### config.mk
export PLATFORM = sky130hd
export DESIGN_NAME = div_sequencer
export DESIGN_NICKNAME = d
export VERILOG_FILES = /design/src/rtl/div_sequencer.sv
export SDC_FILE = /design/constraint.sdc
export NUM_CORES = 1
export LEC_CHECK = 0
export CELL_PAD_IN_SITES_DETAIL_PLACEMENT = 1
export CELL_PAD_IN_SITES_GLOBAL_PLACEMENT = 2
export CORE_MARGIN = 3
export CORE_UTILIZATION = 28
export DETAILED_ROUTE_END_ITERATION = 7
export PLACE_DENSITY_LB_ADDON = 0.1
export SLEW_MARGIN = 15
export SYNTH_ARGS = -nofsm -noshare
export SYNTH_HDL_FRONTEND = slang
export SYNTH_SLANG_ARGS = --single-unit
### constraint.sdc
create_clock -name clk -period 1.56 [get_ports clk]
set_input_delay 0.156 -clock clk [delete_from_list [all_inputs] [get_ports clk]]
set_output_delay 0.156 -clock clk [all_outputs]
set_load 0.1 [all_outputs]
### src/rtl/div_sequencer.sv
// Multi-cycle restoring divider controller for DIV: drives the shared ALU subtractor
// through magnitude, WIDTH shift/trial-subtract steps and sign fix-up.
module div_sequencer #(
    parameter int WIDTH = 32
) (
    input  logic             clk,
    input  logic             reset,
    input  logic             start,
    input  logic             signed_op,
    input  logic [WIDTH-1:0] dividend,
    input  logic [WIDTH-1:0] divisor,
    output logic [WIDTH-1:0] sub_a,
    output logic [WIDTH-1:0] sub_b,
    output logic             sub_cin,
    input  logic [WIDTH-1:0] sub_diff,
    input  logic             sub_cout,
    output logic             busy,
    output logic             done,
    output logic             div_by_zero,
    output logic [WIDTH-1:0] quotient,
    output logic [WIDTH-1:0] remainder
);

    localparam int CW = $clog2(WIDTH);

    typedef enum logic [2:0] {
        S_IDLE  = 3'd0,
        S_ABS_A = 3'd1,
        S_ABS_B = 3'd2,
        S_ITER  = 3'd3,
        S_FIX_Q = 3'd4,
        S_FIX_R = 3'd5,
        S_DONE  = 3'd6
    } state_t;

    state_t           state_r, state_s;
    logic [CW-1:0]    cnt_r, cnt_s;
    logic [WIDTH-1:0] dividend_r, dividend_s;
    logic [WIDTH-1:0] divisor_r, divisor_s;
    logic             signed_r, signed_s;
    logic [WIDTH-1:0] absb_r, absb_s;
    logic [WIDTH-1:0] rem_work_r, rem_work_s;
    logic [WIDTH-1:0] quo_work_r, quo_work_s;
    logic [WIDTH-1:0] quotient_r, quotient_s;
    logic [WIDTH-1:0] remainder_r, remainder_s;
    logic             dbz_r, dbz_s;
    logic             done_r, done_s;
    logic             busy_r, busy_s;
    logic [WIDTH-1:0] sub_a_r, sub_a_s;
    logic [WIDTH-1:0] sub_b_r, sub_b_s;

    logic             neg_a_s;
    logic             neg_b_s;
    logic [WIDTH-1:0] shifted_s;
    logic             ok_s;

    assign neg_a_s   = signed_r & dividend_r[WIDTH-1];
    assign neg_b_s   = signed_r & divisor_r[WIDTH-1];
    assign shifted_s = {rem_work_r[WIDTH-2:0], quo_work_r[WIDTH-1]};
    // R[MSB] set means the true shifted partial remainder exceeds any divisor
    assign ok_s      = sub_cout | rem_work_r[WIDTH-1];

    // Next-state, datapath updates, and subtractor operands for the upcoming state
    always_comb begin
        state_s     = state_r;
        cnt_s       = cnt_r;
        dividend_s  = dividend_r;
        divisor_s   = divisor_r;
        signed_s    = signed_r;
        absb_s      = absb_r;
        rem_work_s  = rem_work_r;
        quo_work_s  = quo_work_r;
        quotient_s  = quotient_r;
        remainder_s = remainder_r;
        dbz_s       = dbz_r;
        sub_a_s     = {WIDTH{1'b0}};
        sub_b_s     = {WIDTH{1'b0}};

        case (state_r)
            S_IDLE: begin
                if (start) begin
                    dividend_s = dividend;
                    divisor_s  = divisor;
                    signed_s   = signed_op;
                    if (divisor == {WIDTH{1'b0}}) begin
                        state_s     = S_DONE;
                        dbz_s       = 1'b1;
                        quotient_s  = {WIDTH{1'b1}};
                        remainder_s = dividend;
                    end else begin
                        state_s = S_ABS_A;
                        dbz_s   = 1'b0;
                    end
                end else begin
                    state_s = S_IDLE;
                end
            end
            S_ABS_A: begin
                quo_work_s = neg_a_s ? sub_diff : dividend_r;
                state_s    = S_ABS_B;
            end
            S_ABS_B: begin
                absb_s     = neg_b_s ? sub_diff : divisor_r;
                rem_work_s = {WIDTH{1'b0}};
                cnt_s      = CW'(WIDTH - 1);
                state_s    = S_ITER;
            end
            S_ITER: begin
                rem_work_s = ok_s ? sub_diff : shifted_s;
                quo_work_s = {quo_work_r[WIDTH-2:0], ok_s};
                if (cnt_r == {CW{1'b0}}) begin
                    state_s = S_FIX_Q;
                end else begin
                    cnt_s = cnt_r - CW'(1);
                end
            end
            S_FIX_Q: begin
                quotient_s = (neg_a_s ^ neg_b_s) ? sub_diff : quo_work_r;
                state_s    = S_FIX_R;
            end
            S_FIX_R: begin
                remainder_s = neg_a_s ? sub_diff : rem_work_r;
                state_s     = S_DONE;
            end
            S_DONE: begin
                state_s = S_IDLE;
            end
            default: begin
                state_s = S_IDLE;
            end
        endcase

        // Operands are registered, so they are chosen for the state being entered
        case (state_s)
            S_ABS_A: sub_b_s = dividend_s;
            S_ABS_B: sub_b_s = divisor_s;
            S_ITER: begin
                sub_a_s = {rem_work_s[WIDTH-2:0], quo_work_s[WIDTH-1]};
                sub_b_s = absb_s;
            end
            S_FIX_Q: sub_b_s = quo_work_s;
            S_FIX_R: sub_b_s = rem_work_s;
            default: begin
                sub_a_s = {WIDTH{1'b0}};
                sub_b_s = {WIDTH{1'b0}};
            end
        endcase

        busy_s = (state_s != S_IDLE);
        done_s = (state_s == S_DONE);
    end

    // State and output registers with synchronous reset
    always_ff @(posedge clk) begin
        if (reset) begin
            state_r     <= S_IDLE;
            cnt_r       <= {CW{1'b0}};
            dividend_r  <= {WIDTH{1'b0}};
            divisor_r   <= {WIDTH{1'b0}};
            signed_r    <= 1'b0;
            absb_r      <= {WIDTH{1'b0}};
            rem_work_r  <= {WIDTH{1'b0}};
            quo_work_r  <= {WIDTH{1'b0}};
            quotient_r  <= {WIDTH{1'b0}};
            remainder_r <= {WIDTH{1'b0}};
            dbz_r       <= 1'b0;
            done_r      <= 1'b0;
            busy_r      <= 1'b0;
            sub_a_r     <= {WIDTH{1'b0}};
            sub_b_r     <= {WIDTH{1'b0}};
        end else begin
            state_r     <= state_s;
            cnt_r       <= cnt_s;
            dividend_r  <= dividend_s;
            divisor_r   <= divisor_s;
            signed_r    <= signed_s;
            absb_r      <= absb_s;
            rem_work_r  <= rem_work_s;
            quo_work_r  <= quo_work_s;
            quotient_r  <= quotient_s;
            remainder_r <= remainder_s;
            dbz_r       <= dbz_s;
            done_r      <= done_s;
            busy_r      <= busy_s;
            sub_a_r     <= sub_a_s;
            sub_b_r     <= sub_b_s;
        end
    end

    assign sub_a       = sub_a_r;
    assign sub_b       = sub_b_r;
    assign sub_cin     = 1'b0;
    assign busy        = busy_r;
    assign done        = done_r;
    assign div_by_zero = dbz_r;
    assign quotient    = quotient_r;
    assign remainder   = remainder_r;

endmodule

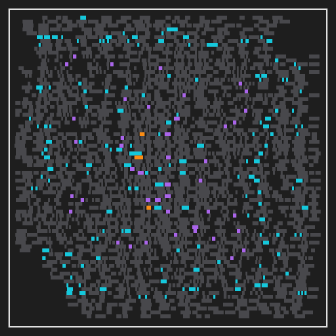
Figure 1: run 1, gate-type map.
legend:
  and/or cells:
    color: purple
    cells: 43
    most_used: and2_1
  xor and xnor cells:
    color: orange
    cells: 3
    most_used: xor2_1
  nor cells:
    color: cyan
    cells: 156
    most_used: nor2_1
    where: spread over the die
proportion of cell area occupied by multi-input gates: 36.2%
filler-free cell count of the finished design: 2596
most numerous logic cell after layout: dfxtp_1

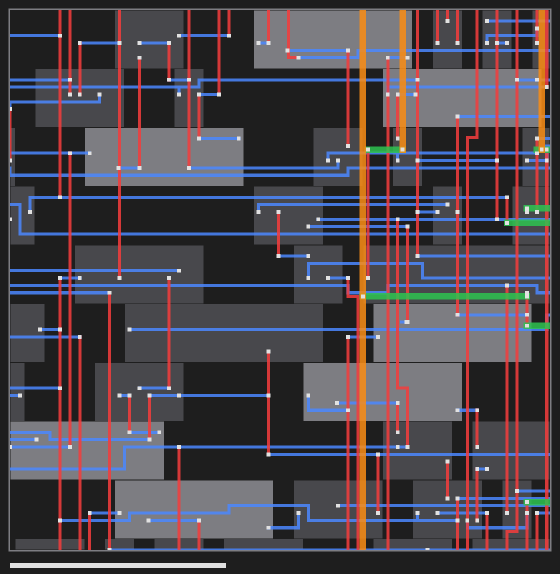
Figure 2: run 1, layout detail.
The bar under the picture is 10 um long. Window x 43 to 68, y 43 to 68 um. Cells in gray, sequential cells in the stronger gray; small squares are vias.
legend:
  metal 4:
    color: orange
  metal 2:
    color: red
  metal 3:
    color: green
  metal 1:
    color: blue
sequential cells in the window: 7
most frequent: dfxtp_1 (7), nand2_1 (4), nand2_4 (4)
cells with their middle in the window: 27
netlist names of flops here include: `absb_r` (3)

==> impl_results.rst, run 1 <==
Physical design figures
=======================

.. list-table::
   :header-rows: 1

   * - Metric
     - Value
   * - Clock transition time at the flip-flop clock pins of the worst setup and hold paths
     - approximately 0.060 ns
   * - Cell count in the Yosys report
     - 1591
   * - Number of flip-flops and latches in the synthesized netlist
     - 300
   * - Final setup vio count
     - 248
   * - FF-to-FF Start
     - cnt_r[1]
   * - Floorplan utilization
     - 28.5%
   * - Post-layout net count
     - 2078
   * - Leading area contributor after synthesis
     - dfxtp_1
   * - Routability congestion estimate from global placement
     - 0.828
   * - Violations in the final reports
     - negative setup slack
   * - CTS resizes
     - 360
   * - Core footprint
     - 45700 um2
   * - Required time at the endpoint of the critical path
     - roughly 2 ns
   * - Half-perimeter wire length after placement
     - 39800 um
   * - Share of power burned in the clock network
     - 29.0%
   * - Via count of the first global-routing pass
     - 14462
   * - Worst-margin pin slew
     - between 0.9 and 1 ns
   * - Adder share
     - 0.192%
   * - Violation count after the first detailed-route iteration
     - 1096
   * - Source of the worst hold timing path
     - divisor[12]
   * - Group drawing the most power
     - combinational logic
   * - Wire length of the first global-routing pass
     - 96900 um
   * - Die Span X
     - 222 um
   * - Logic pwr share
     - about two fifths
   * - Die outline area
     - 49100 um2
   * - Total Power
     - 27900 uW
   * - Global-route congestion overflow total
     - 0
   * - First-pass iteration count of the detailed router
     - 8
   * - Outcome
     - finished, violations left
   * - Root Buffer Master
     - clkbuf_16
   * - Post-DR wirelength/cell
     - 26.8 um
   * - Yosys-reported design area after synthesis
     - 13000 um2
   * - Insertion delay of the later-clocked pin in the worst-skew pair
     - 0.55 ns
   * - Critical Path Source Type
     - flop
   * - DRC errors left
     - 0
   * - Cell Area, Synth
     - 13000 um2
   * - Unrepaired setup endpoints after global routing
     - true
   * - Switching Fraction
     - between 30% and 40%
   * - Number of distinct standard cells referenced by the synthesized netlist
     - 48
   * - Start point of the critical path
     - cnt_r[1]
   * - Worst clock skew
     - about 0.010 ns
   * - Maximum operating frequency
     - around 530 MHz
   * - Antenna-violating nets left
     - 0
   * - Cell count after synthesis
     - 1591
   * - Complex Gates by Area
     - 20.2%
   * - Post-synthesis simple-gate area fraction
     - 20.3%
   * - Hold Path Class
     - in2reg
   * - Via/cell ratio
     - 5.42
   * - Worst Path Arrival
     - 2.27 ns
   * - Tool warnings
     - 30
   * - Largest cells by area after synthesis
     - dfxtp_1 (46%), nand2_1 (10%), a21oi_1 (8.9%), mux2i_1 (4.8%), nor2_1 (3.1%)
   * - R2r setup slk
     - -0.32 ns
   * - Count of library flops with an enable pin
     - 0
   * - Clock group total power
     - 8090 uW
   * - Power of the combinational group
     - 11000 uW
   * - Pleak
     - 0.00892 uW
   * - End-of-flow core utilization
     - 52.0%
   * - Crit Reg-Reg Endpoint
     - sub_b[15]
   * - Worst setup path category
     - reg2reg
   * - Sequential Power Share
     - 31.6%
   * - Main logic family after synthesis
     - simple AND/OR/NAND/NOR gates
   * - Detailed-route via count
     - 14073
   * - Flop+latch power
     - 8800 uW
   * - Row cnt
     - between 70 and 80
   * - Hold buffer count at CTS
     - 2
   * - Main flop type
     - dfxtp_1
   * - Portion of the clock cycle consumed by the worst path in the final layout
     - 121%
   * - Worst Setup End Kind
     - flop
   * - Number of antenna violations at the first check in global routing
     - 2
   * - VDD IR max
     - around 0.6 mV
   * - Final WS setup
     - -0.320 ns
   * - Number of max-slew violations in the final report
     - 0
   * - TritonCTS clock tree
     - done
   * - Vertical die dimension
     - 222 um
   * - Termination of the worst setup path
     - sub_b[15]
   * - Yosys warning total
     - 0
   * - Synth Area in XOR/XNOR
     - 0.202%
   * - Total CTS buffers
     - 37
   * - Normalized max-slew margin
     - 36.4%
   * - CTS Sinks
     - 300
   * - Post-synthesis async set-or-reset flop share
     - 0%
   * - Ratio of total power to cell area
     - 1170 nW/um2
   * - Final period demand of the worst path
     - around 1.9 ns
   * - Internal power
     - 17700 uW
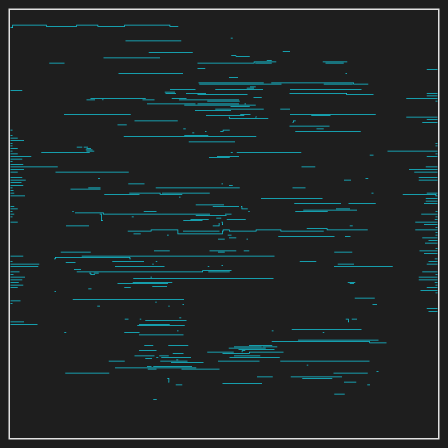
Figure 3: run 1, met3 routing.
longest straight run: 99.6 um
share of all routed wire: 5.6%
Routed Wire Length: 69600 um
routing usage on met3: 4.05%

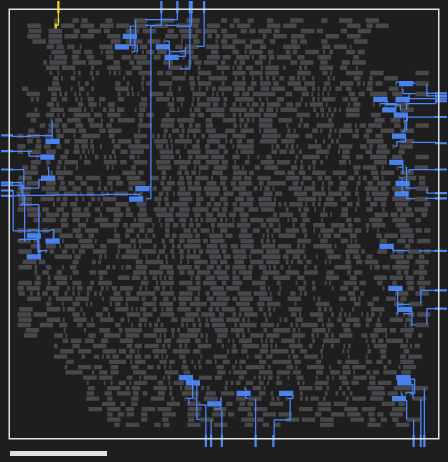
Figure 4: run 1, nets reached from selected ports.
The bar under the picture is 50 um long.
legend:
  `sub_cin`:
    color: yellow
    bits: 1
    direction: output
    edge: top
    end_cells: 1
    buffers: 0
    wire: 8.60 um
  `quotient`:
    color: blue
    bits: 32
    direction: output
    edge: 12 right, 8 bottom, 7 left, 5 top
    end_cells: 32
    buffers: 32
    wire: 1190 um
total of buffers placed on input and output ports: 231
Ports: 233

run 1: cell families after synthesis:
group	after synthesis
adders and majority gates	2
buffers and inverters	145
other	1
xor gates and xnor gates	3
muxes	93
AOI/OAI and AO/OA	436
DFF	300
and+or+nand+nor	611
run 1: cells in the mapped netlist, types with 34 or more instances:
master and n:
a21oi_1 232, a31oi_1 34, and2_1 34, buf_2 58
clkbuf_1 59, dfxtp_1 300, mux2i_1 62, nand2_1 363
nand3_1 42, nor2_1 109, nor2b_1 35, o21ai_0 46
run 1: critical path: stages, from the launching register on:
cell,delay [ns]
dfxtp_2,0.33
inv_2,0.05
ha_4,0.15
nor4b_4,0.14
and3_4,0.25
buf_12,0.15
buf_12,0.13
a222oi_1,0.33
a31oi_1,0.18
run 1: metrics by stage:
stage          hold slack, ns  cell area [um2]  cells  setup slack (ns)  TNS [ns]
2_1_floorplan           0.292            13000   1591          -0.00228  -0.00228
3_3_place_gp            0.442            18400   2427            -0.717   -124.96
3_5_place_dp            0.448            18400   2427            -0.785   -133.62
4_1_cts                0.0154            22100   2567            -0.218    -25.76
5_1_grt                0.0589            23800   2596            -0.329    -52.25
6_report               0.0509            23800   2596            -0.320    -37.88
run 1: per-layer routing:
layer / routed length, um / track usage [%] / share of wire (%) / vias up
li1: - / - / - / 6338
met1: 30000 / 34.3 / 43 / 7119
met2: 33400 / 43.0 / 48 / 487
met3: 3910 / 4.05 / 5.6 / 129
met4: 2290 / 8.98 / 3.3 / 0
met5: 0 / 0 / 0 / -
run 1: layout make-up:
class | count | area (um2)
Fill cell | 4825 | 21900
Clock inverter | 5 | 50.0
Multi-Input combinational cell | 1147 | 8620
Antenna cell | 1 | 2.50
Inverter | 4 | 15.0
Clock buffer | 54 | 1020
Sequential cell | 300 | 6020
Tap cell | 600 | 751
Timing Repair Buffer | 485 | 7300
--- run 2 (diff from run 1) ---
--- a/config.mk
+++ b/config.mk
@@ -5,6 +5,7 @@
 export SDC_FILE = /design/constraint.sdc
 export NUM_CORES = 1
 export LEC_CHECK = 0
+export CAP_MARGIN = 30
 export CELL_PAD_IN_SITES_DETAIL_PLACEMENT = 1
 export CELL_PAD_IN_SITES_GLOBAL_PLACEMENT = 2
 export CORE_MARGIN = 3
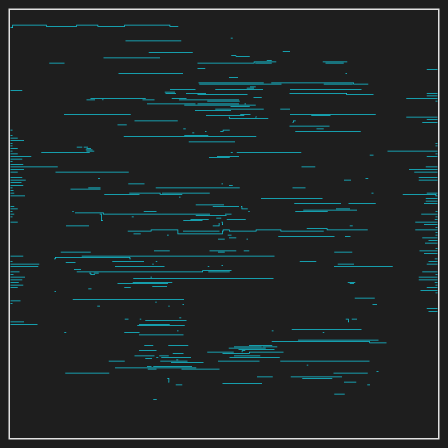
Figure 5: run 2, met3 routing.
wire length on this layer: 3910 um
nets with wire on the layer: 228
main direction: horizontal
share of all routed wire: 5.6%
detailed-route via count: 14073

==> run 2 against run 1 <==
Net effect: critical path depth did not move; flip-flop count did not move; via count did not move; first-iteration DRC count did not move; combinational power barely moved; non-clock buffer count did not move; utilization did not move; cell area did not move; the flow still finishes with violations (negative setup slack); final cell count did not move; wire length did not move.
==> impl_results.rst, run 2 <==
Physical design figures
=======================

.. list-table::
   :header-rows: 1

   * - Metric
     - Value
   * - Internal power
     - 17700 uW (unchanged)
   * - Largest net degree at the start of global routing
     - 67 (unchanged)
   * - Die Span X
     - 222 um (unchanged)
   * - CTS Sinks
     - 300 (unchanged)
   * - Pleak
     - 0.00892 uW (unchanged)
   * - Total CTS buffers
     - 37 (unchanged)
   * - TNS Setup
     - -37.88 ns (unchanged)
   * - DRC errors left
     - 0 (unchanged)
   * - Post-route design area
     - 23800 um2 (unchanged)
   * - Portion of the clock cycle consumed by the worst path in the final layout
     - 121% (unchanged)
   * - Final period demand of the worst path
     - 1.88 ns (unchanged)
   * - Largest cells by area after synthesis
     - dfxtp_1 (46%), nand2_1 (10%), a21oi_1 (8.9%), mux2i_1 (4.8%), nor2_1 (3.1%) (unchanged)
   * - Placed standard-cell area
     - 18400 um2 (unchanged)
   * - Root Buffer Master
     - clkbuf_16 (unchanged)
   * - Commonest non-fill, non-tap cells in the layout
     - dfxtp_1 (292), nand2_1 (268), buf_12 (210) (unchanged)
   * - End-of-flow core utilization
     - 52.0% (unchanged)
   * - Maximum count of clock buffers along a single path
     - 3 (unchanged)
   * - Insertion delay of the later-clocked pin in the worst-skew pair
     - 0.55 ns (about the same)
   * - Final hold violation count
     - 0 (unchanged)
   * - Number of distinct standard cells referenced by the synthesized netlist
     - 48 (unchanged)
   * - Final WS setup
     - -0.320 ns (unchanged)
   * - Total of buffers placed on input and output ports
     - 231 (unchanged)
   * - Die outline area
     - 49100 um2 (unchanged)
   * - Global-route congestion overflow total
     - 0 (unchanged)
   * - Post-synthesis cell type with the largest instance count
     - nand2_1 (unchanged)
   * - Hold WS
     - 0.0509 ns (unchanged)
   * - Row cnt
     - 78 (unchanged)
   * - Half-perimeter wire length after placement
     - 39800 um (unchanged)
   * - Adder share
     - 0.192% (unchanged)
   * - Floorplan utilization
     - 28.5% (unchanged)
   * - Violations in the final reports
     - negative setup slack (unchanged)
   * - Logic pwr share
     - 39.4% (about the same)
   * - Share of power burned in the clock network
     - 29.0% (about the same)
   * - Fraction of the yosys area taken by sequential cells
     - 46.1% (unchanged)
   * - Cell breakdown of the critical path
     - inv_2 > ha_4 > nor4b_4 > and3_4 > buf_12 > buf_12 > a222oi_1 > a31oi_1 (unchanged)
   * - Outcome
     - finished, violations left (unchanged)
   * - Group drawing the most power
     - combinational logic (unchanged)
   * - TritonCTS clock tree
     - done (unchanged)
   * - Worst Setup End Kind
     - flop (unchanged)
   * - Number of antenna violations at the first check in global routing
     - 2 (unchanged)
   * - Max cap viols
     - 0 (unchanged)
   * - Net Switching
     - 10200 uW (unchanged)
   * - Required time at the endpoint of the critical path
     - 1.95 ns (about the same)
   * - Number of flip-flops and latches in the synthesized netlist
     - 300 (unchanged)
   * - Clock group total power
     - 8090 uW (about the same)
   * - Met2 usage
     - 43.0% (unchanged)
   * - Complex Gates by Area
     - 20.2% (unchanged)
   * - Crit path largest cell delay
     - 0.33 ns (about the same)
   * - Number of nets at floorplan
     - 1694 (unchanged)
   * - Switching Fraction
     - 36.5% (unchanged)
   * - Yosys warning total
     - 0 (unchanged)
   * - Worst clock skew
     - 0.0105 ns (unchanged)
   * - Wire length of the first global-routing pass
     - 96900 um (unchanged)
   * - Cell count after synthesis
     - 1591 (unchanged)
   * - Global routing met1 resource utilization
     - 34.3% (unchanged)
   * - Hold Path Class
     - in2reg (unchanged)
   * - Worst Path Arrival
     - 2.27 ns (about the same)
   * - Via count of the first global-routing pass
     - 14462 (unchanged)
   * - Routability congestion estimate from global placement
     - 0.828 (unchanged)
   * - Worst-path cell with the longest stage delay
     - dfxtp_2 (unchanged)
   * - H-tree levels
     - 2 (unchanged)
   * - Ports
     - 233 (unchanged)
   * - Count of library flops with an enable pin
     - 0 (unchanged)
   * - Worst setup path category
     - reg2reg (unchanged)
   * - Violation count after the first detailed-route iteration
     - 1096 (unchanged)
   * - Maximum operating frequency
     - 532 MHz (unchanged)
   * - Cell count in the Yosys report
     - 1591 (unchanged)
   * - Final setup vio count
     - 248 (unchanged)
   * - Maximum fanout along the worst path
     - 5 (unchanged)
   * - Area fraction of the dominant cell type after synthesis
     - 46.1% (unchanged)
   * - Avg Inst Size Synth
     - 8.19 um2 (unchanged)
   * - Cell Area, Synth
     - 13000 um2 (unchanged)
   * - Flop+latch power
     - 8800 uW (about the same)
   * - Routing usage on met3
     - 4.05% (unchanged)
   * - Worst-margin pin slew
     - 0.954 ns (unchanged)
   * - Synth Area in XOR/XNOR
     - 0.202% (unchanged)
   * - Inst Count DP
     - 2427 (unchanged)
   * - Via/cell ratio
     - 5.42 (unchanged)
   * - Area Growth Syn to Fin
     - 82.5% (unchanged)
   * - Most frequent cell on the critical path
     - buf_12 (unchanged)
   * - Post-synthesis simple-gate area fraction
     - 20.3% (unchanged)
   * - Critical Path Source Type
     - flop (unchanged)
   * - First-pass iteration count of the detailed router
     - 8 (unchanged)
   * - VDD IR max
     - 0.617 mV (unchanged)
   * - Power of the combinational group
     - 11000 uW (about the same)
   * - Post-Place Setup Slack
     - -0.785 ns (unchanged)
   * - Most heavily used metal layer in global routing
     - met2 (unchanged)
   * - Core footprint
     - 45700 um2 (unchanged)
   * - Main logic family after synthesis
     - simple AND/OR/NAND/NOR gates (unchanged)
   * - Leading area contributor after synthesis
     - dfxtp_1 (unchanged)
   * - Layout filler cell count
     - 4825 (unchanged)
   * - Unrepaired setup endpoints after global routing
     - true (unchanged)
   * - Routed Wire Length
     - 69600 um (unchanged)
   * - Share of layout cells above drive strength 1
     - 43.3% (unchanged)
   * - Ratio of total power to cell area
     - 1170 nW/um2 (unchanged)
   * - Tool warnings
     - 30 (unchanged)
   * - Antenna-violating nets left
     - 0 (unchanged)
   * - Share of synthesized area spent on multiplexers
     - 7.44% (unchanged)
   * - Count of buffer and inverter cells on the critical path
     - 3 (unchanged)
   * - Clock transition time at the flip-flop clock pins of the worst setup and hold paths
     - 0.06 ns (about the same)
   * - Vertical die dimension
     - 222 um (unchanged)
   * - Total Power
     - 27900 uW (unchanged)
   * - Post-DR wirelength/cell
     - 26.8 um (unchanged)
   * - Top cells by count
     - nand2_1 (363), dfxtp_1 (300), a21oi_1 (232), nor2_1 (109), mux2i_1 (62) (unchanged)
   * - Combined global-route utilization of all metal layers
     - 25.9% (unchanged)
   * - Most numerous logic cell after layout
     - dfxtp_1 (unchanged)
   * - Main flop type
     - dfxtp_1 (unchanged)
   * - Normalized max-slew margin
     - 36.4% (unchanged)
   * - Number of max-slew violations in the final report
     - 0 (unchanged)
   * - Delay-heaviest family, CP
     - AND-OR/OR-AND gates (unchanged)
   * - Post-layout net count
     - 2078 (unchanged)
   * - Sequential Power Share
     - 31.6% (about the same)
   * - Post-synthesis async set-or-reset flop share
     - 0% (unchanged)
   * - Yosys-reported design area after synthesis
     - 13000 um2 (unchanged)
   * - Filler-free cell count of the finished design
     - 2596 (unchanged)
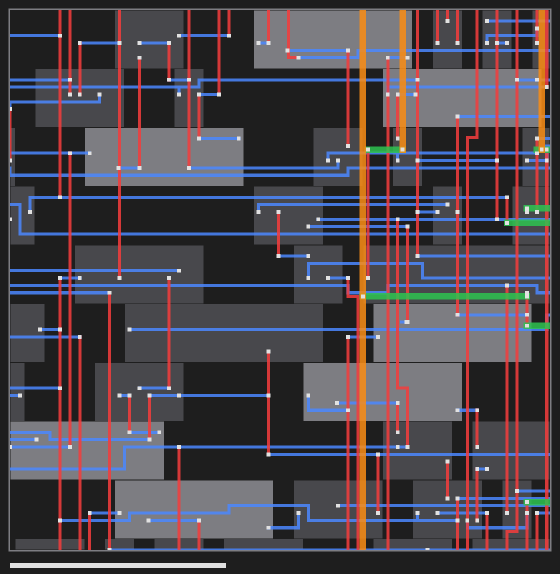
Figure 6: run 2, layout detail.
The bar under the picture is 10 um long. Window x 43 to 68, y 43 to 68 um. Cells in gray, sequential cells in the stronger gray; small squares are vias.
legend:
  metal 3:
    color: green
  metal 1:
    color: blue
  metal 4:
    color: orange
  metal 2:
    color: red
sequential cells in the window: 7
most frequent: dfxtp_1 (7), nand2_1 (4), nand2_4 (4)
cells with their middle in the window: 27
netlist names of flops here include: `absb_r` (3)

run 2: cell counts in the layout (fill, tap and decap cells not counted):
No cell type changed its count.
run 2: kinds of logic after synthesis:
kind of cell / after synthesis
buffers and inverters: 145
AND/OR/NAND/NOR: 611
AND-OR/OR-AND: 436
XOR/XNOR: 3
flip-flops: 300
adder cells (fa/ha/maj): 2
multiplexers: 93
other: 1
run 2: area by class of cell:
cell class / count / area (um2) / area share [%]
clock inverters: 5 / 50.0 / 0.211
flip-flops and latches: 300 / 6020 / 25.3
diodes: 1 / 2.50 / 0.0105
well taps: 600 / 751 / 3.16
repair buffers: 485 / 7300 / 30.7
clock buffers: 54 / 1020 / 4.29
multi-input cells: 1147 / 8620 / 36.2
inverters: 4 / 15.0 / 0.0632
run 2: repair_timing:
item / in CTS / in global routing
setup buffers: 52 / 35
setup endpoints to repair: 274 / 296
hold endpoints to repair: 2 / 3
hold buffers: 2 / 3
gates resized: 360 / 352
pin swaps: 102 / 168
cloned: 28 / 15
run 2: tightest hold or removal path: stages:
cell           delay (ns)
dlygate4sd2_1        0.28
nand2_4              0.08
a21oi_2              0.04
run 2: worst paths after layout:
kind,start,endpoint,slack [ns],depth (start not counted)
setup / recovery,cnt_r[1],sub_b[15],-0.32,8
hold / removal,divisor[12],divisor_r[12],0.05,3
setup reg to reg,cnt_r[1],sub_b[15],-0.32,8
hold reg to reg,dividend_r[24],dividend_r[24],0.46,2
run 2: routing by layer:
| metal | vias up | wire length, um |
|---|---|---|
| li1 | 6338 | - |
| met3 | 129 | 3910 |
| met4 | 0 | 2290 |
| met2 | 487 | 33400 |
| met5 | - | 0 |
| met1 | 7119 | 30000 |
Figure 7. Gate-type map (run 2).
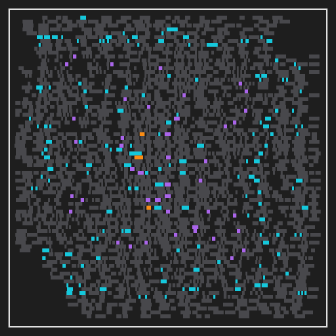

--- run 3 (diff from run 2) ---
--- a/config.mk
+++ b/config.mk
@@ -11,6 +11,7 @@
 export CORE_MARGIN = 3
 export CORE_UTILIZATION = 28
 export DETAILED_ROUTE_END_ITERATION = 7
+export HOLD_SLACK_MARGIN = 0.15
 export PLACE_DENSITY_LB_ADDON = 0.1
 export SLEW_MARGIN = 15
 export SYNTH_ARGS = -nofsm -noshare
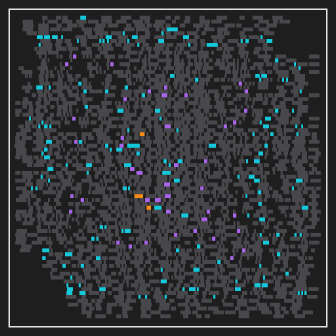
Figure 8: run 3, gate-type map.
legend:
  xor and xnor cells:
    color: orange
    cells: 3
    most_used: xor2_1
  and/or cells:
    color: purple
    cells: 43
    most_used: and2_1
  nor cells:
    color: cyan
    cells: 156
    most_used: nor2_1
    where: spread over the die
proportion of cell area occupied by multi-input gates: 36.6%
filler-free cell count of the finished design: 2615

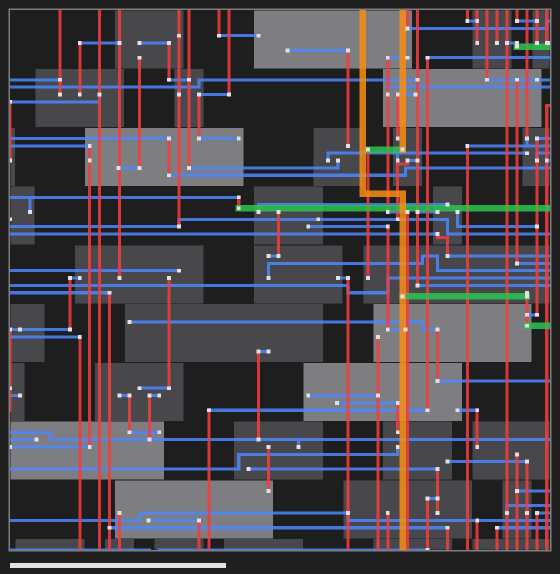
Figure 9: run 3, layout detail.
The bar under the picture is 10 um long. Window x 43 to 68, y 43 to 68 um. Cells in gray, sequential cells in the stronger gray; small squares are vias.
legend:
  metal 3:
    color: green
  metal 2:
    color: red
  metal 4:
    color: orange
  metal 1:
    color: blue
netlist names of flops here include: `absb_r` (3)
cells with their middle in the window: 25
most frequent: dfxtp_1 (7), nand2_4 (5), nand2_1 (3)
sequential cells in the window: 7

==> run 3 against run 2 <==
Net effect: largest power group unchanged; the run still ends with negative setup slack left; combinational power about the same; synthesized cell count did not move; flip-flop count unchanged; fmax down 1.5%; clock power about the same; sequential power about the same; sequential share of layout area is 0.56 points lower; via count increased by 1.4%.
==> impl_results.rst, run 3 <==
Physical design figures
=======================

.. list-table::
   :header-rows: 1

   * - Metric
     - Value
   * - Worst-path cell with the longest stage delay
     - dfxtp_4 (was dfxtp_2)
   * - Via/cell ratio
     - 5.46 (was 5.42)
   * - Area fraction of the dominant cell type after synthesis
     - 46.1% (unchanged)
   * - Number of max-slew violations in the final report
     - 0 (unchanged)
   * - Post-layout net count
     - 2097 (was 2078)
   * - Total CTS buffers
     - 37 (unchanged)
   * - Worst Path Arrival
     - 2.30 ns (was 2.27 ns)
   * - Share of synthesized area spent on multiplexers
     - 7.44% (unchanged)
   * - Critical Path Source Type
     - flop (unchanged)
   * - Worst-case hold path end point
     - divisor_r[0] (was divisor_r[12])
   * - Maximum fanout along the worst path
     - 6 (was 5)
   * - First-pass iteration count of the detailed router
     - 6 (was 8)
   * - Sequential Power Share
     - 31.3% (was 31.6%)
   * - Crit Reg-Reg Endpoint
     - sub_b[25] (was sub_b[15])
   * - Post-synthesis simple-gate area fraction
     - 20.3% (unchanged)
   * - Source of the worst hold timing path
     - divisor[0] (was divisor[12])
   * - Depth of the worst register-to-register path
     - 8 (unchanged)
   * - Logic pwr share
     - 40.0% (was 39.4%)
   * - WL met3
     - 3960 um (was 3910 um)
   * - Global-route congestion overflow total
     - 0 (unchanged)
   * - Count of library flops with an enable pin
     - 0 (unchanged)
   * - Delay-heaviest family, CP
     - simple AND/OR/NAND/NOR gates (was AND-OR/OR-AND gates)
   * - Required time at the endpoint of the critical path
     - 1.96 ns (was 1.95 ns)
   * - H-tree levels
     - 2 (unchanged)
   * - Main flop type
     - dfxtp_1 (unchanged)
   * - Net Switching
     - 10300 uW (was 10200 uW)
   * - CTS Sinks
     - 300 (unchanged)
   * - Antenna-violating nets left
     - 0 (unchanged)
   * - Number of flip-flops and latches in the synthesized netlist
     - 300 (unchanged)
   * - Wire length of the first global-routing pass
     - 97100 um (was 96900 um)
   * - R2r setup slk
     - -0.35 ns (was -0.32 ns)
   * - Post-Place Setup Slack
     - -0.785 ns (unchanged)
   * - Crit path largest cell delay
     - 0.38 ns (was 0.33 ns)
   * - Layout filler cell count
     - 4795 (was 4825)
   * - Maximum count of clock buffers along a single path
     - 3 (unchanged)
   * - Hold Path Class
     - in2reg (unchanged)
   * - Row cnt
     - 78 (unchanged)
   * - Largest net degree at the start of global routing
     - 67 (unchanged)
   * - Portion of the clock cycle consumed by the worst path in the final layout
     - 122% (was 121%)
   * - Share of power burned in the clock network
     - 28.7% (was 29.0%)
   * - Final hold violation count
     - 0 (unchanged)
   * - Most numerous logic cell after layout
     - dfxtp_1 (unchanged)
   * - Internal power
     - 17800 uW (was 17700 uW)
   * - Final period demand of the worst path
     - 1.91 ns (was 1.88 ns)
   * - Share of layout cells above drive strength 1
     - 45.4% (was 43.3%)
   * - Switching Fraction
     - 36.8% (was 36.5%)
   * - Clock transition time at the flip-flop clock pins of the worst setup and hold paths
     - 0.06 ns (about the same)
   * - Group drawing the most power
     - combinational logic (unchanged)
   * - Combined global-route utilization of all metal layers
     - 25.9% (about the same)
   * - Worst-margin pin slew
     - 0.963 ns (was 0.954 ns)
   * - Instance count along the most critical hold path
     - 4 (was 3)
   * - Post-DR wirelength/cell
     - 27.1 um (was 26.8 um)
   * - Top cells by count
     - nand2_1 (363), dfxtp_1 (300), a21oi_1 (232), nor2_1 (109), mux2i_1 (62) (unchanged)
   * - Insertion delay of the later-clocked pin in the worst-skew pair
     - 0.55 ns (about the same)
   * - Yosys-reported design area after synthesis
     - 13000 um2 (unchanged)
   * - Synth Area in XOR/XNOR
     - 0.202% (unchanged)
   * - Complex Gates by Area
     - 20.2% (unchanged)
   * - Violation count after the first detailed-route iteration
     - 1167 (was 1096)
   * - Worst clock skew
     - 0.0130 ns (was 0.0105 ns)
   * - Commonest non-fill, non-tap cells in the layout
     - dfxtp_1 (292), nand2_1 (260), buf_12 (213) (was dfxtp_1 (292), nand2_1 (268), buf_12 (210))
   * - Final setup vio count
     - 256 (was 248)
   * - Hold WS
     - 0.159 ns (was 0.0509 ns)
   * - FF-to-FF Start
     - state_r[0] (was cnt_r[1])
   * - Die outline area
     - 49100 um2 (unchanged)
   * - Cell count after synthesis
     - 1591 (unchanged)
   * - Routed Wire Length
     - 70800 um (was 69600 um)
   * - DRC errors left
     - 0 (unchanged)
   * - VDD IR max
     - 0.586 mV (was 0.617 mV)
   * - Final WS setup
     - -0.348 ns (was -0.320 ns)
   * - Die Span X
     - 222 um (unchanged)
   * - Total of buffers placed on input and output ports
     - 231 (unchanged)
   * - Avg Inst Size Synth
     - 8.19 um2 (unchanged)
   * - Worst setup path category
     - reg2reg (unchanged)
   * - Normalized max-slew margin
     - 35.8% (was 36.4%)
   * - Floorplan utilization
     - 28.5% (unchanged)
   * - Inst Count DP
     - 2427 (unchanged)
   * - Post-synthesis cell type with the largest instance count
     - nand2_1 (unchanged)
   * - Leading area contributor after synthesis
     - dfxtp_1 (unchanged)
   * - Adder share
     - 0.192% (unchanged)
   * - Max cap viols
     - 0 (unchanged)
   * - Met2 Routed Length
     - 33500 um (was 33400 um)
   * - Cell breakdown of the critical path
     - buf_6 > buf_6 > nor3_4 > nand3_4 > buf_12 > nand3_4 > buf_12 > a31oi_2 (was inv_2 > ha_4 > nor4b_4 > and3_4 > buf_12 > buf_12 > a222oi_1 > a31oi_1)
   * - Cell Area, Synth
     - 13000 um2 (unchanged)
   * - Detailed-route via count
     - 14271 (was 14073)
   * - Pleak
     - 0.00914 uW (was 0.00892 uW)
   * - Violations in the final reports
     - negative setup slack (unchanged)
   * - Flop+latch power
     - 8800 uW (about the same)
   * - Worst Setup End Kind
     - flop (unchanged)
   * - Number of nets at floorplan
     - 1694 (unchanged)
   * - Clock group total power
     - 8090 uW (about the same)
   * - Largest cells by area after synthesis
     - dfxtp_1 (46%), nand2_1 (10%), a21oi_1 (8.9%), mux2i_1 (4.8%), nor2_1 (3.1%) (unchanged)
   * - Root Buffer Master
     - clkbuf_16 (unchanged)
   * - Number of distinct standard cells referenced by the synthesized netlist
     - 48 (unchanged)
   * - Outcome
     - finished, violations left (unchanged)
   * - Core footprint
     - 45700 um2 (unchanged)
   * - Post-synthesis async set-or-reset flop share
     - 0% (unchanged)
[run 3: worst max path at each step]
stage | startpoint | to | slack, ns | cells after the start
final | state_r[0] | sub_b[25] | -0.35 | 8
after global routing | cnt_r[1] | sub_b[15] | -0.37 | 8
after CTS | cnt_r[1] | sub_b[30] | -0.22 | 7
after detailed placement | divisor[19] | remainder[12] | -0.78 | 8
after global placement | divisor[15] | sub_b[30] | -0.72 | 7
after floorplan | cnt_r[0] | done | -0.002 | 8
[run 3: final cells by class]
| class | instances | area, um2 | share of cell area [%] |
|---|---|---|---|
| antenna | 1 | 2.50 | 0.0103 |
| clock buffer | 54 | 1020 | 4.19 |
| clock inverter | 5 | 50.0 | 0.206 |
| inverter | 4 | 15.0 | 0.0618 |
| multi-input combinational | 1147 | 8890 | 36.6 |
| sequential | 300 | 6020 | 24.8 |
| tap | 600 | 751 | 3.09 |
| timing repair buffer | 504 | 7560 | 31.1 |
[run 3: what timing repair did]
item,CTS,global route
gates cloned,28,20
hold buffers,12,2
setup buffers,52,40
endpoints found under the hold margin,34,2
gates resized,360,411
pin swaps,102,195
setup endpoints to repair,274,297
[run 3: cell families after synthesis]
family,after synthesis
fa+ha+maj,2
buf+inv,145
other cells,1
flops,300
simple gates,611
mux,93
compound gates,436
xor+xnor,3
[run 3: stage by stage]
step	area (um2)	power [uW]	TNS (ns)	util, %
2_1_floorplan	13000	12400	-0.00228	-
3_3_place_gp	18400	15800	-124.96	40.2
3_5_place_dp	18400	15900	-133.62	40.2
4_1_cts	22200	26600	-25.74	48.6
5_1_grt	24300	29000	-54.03	53.2
6_report	24300	28200	-45.80	53.2
[run 3: routing by layer]
metal  vias to the layer above  GRT usage, %
met3                       148          4.01
met1                      7252          34.4
li1                       6378             -
met5                         -             0
met2                       493          43.1
met4                         0          8.96
Power figures rest on the tool's default switching activity, not on a simulated workload.
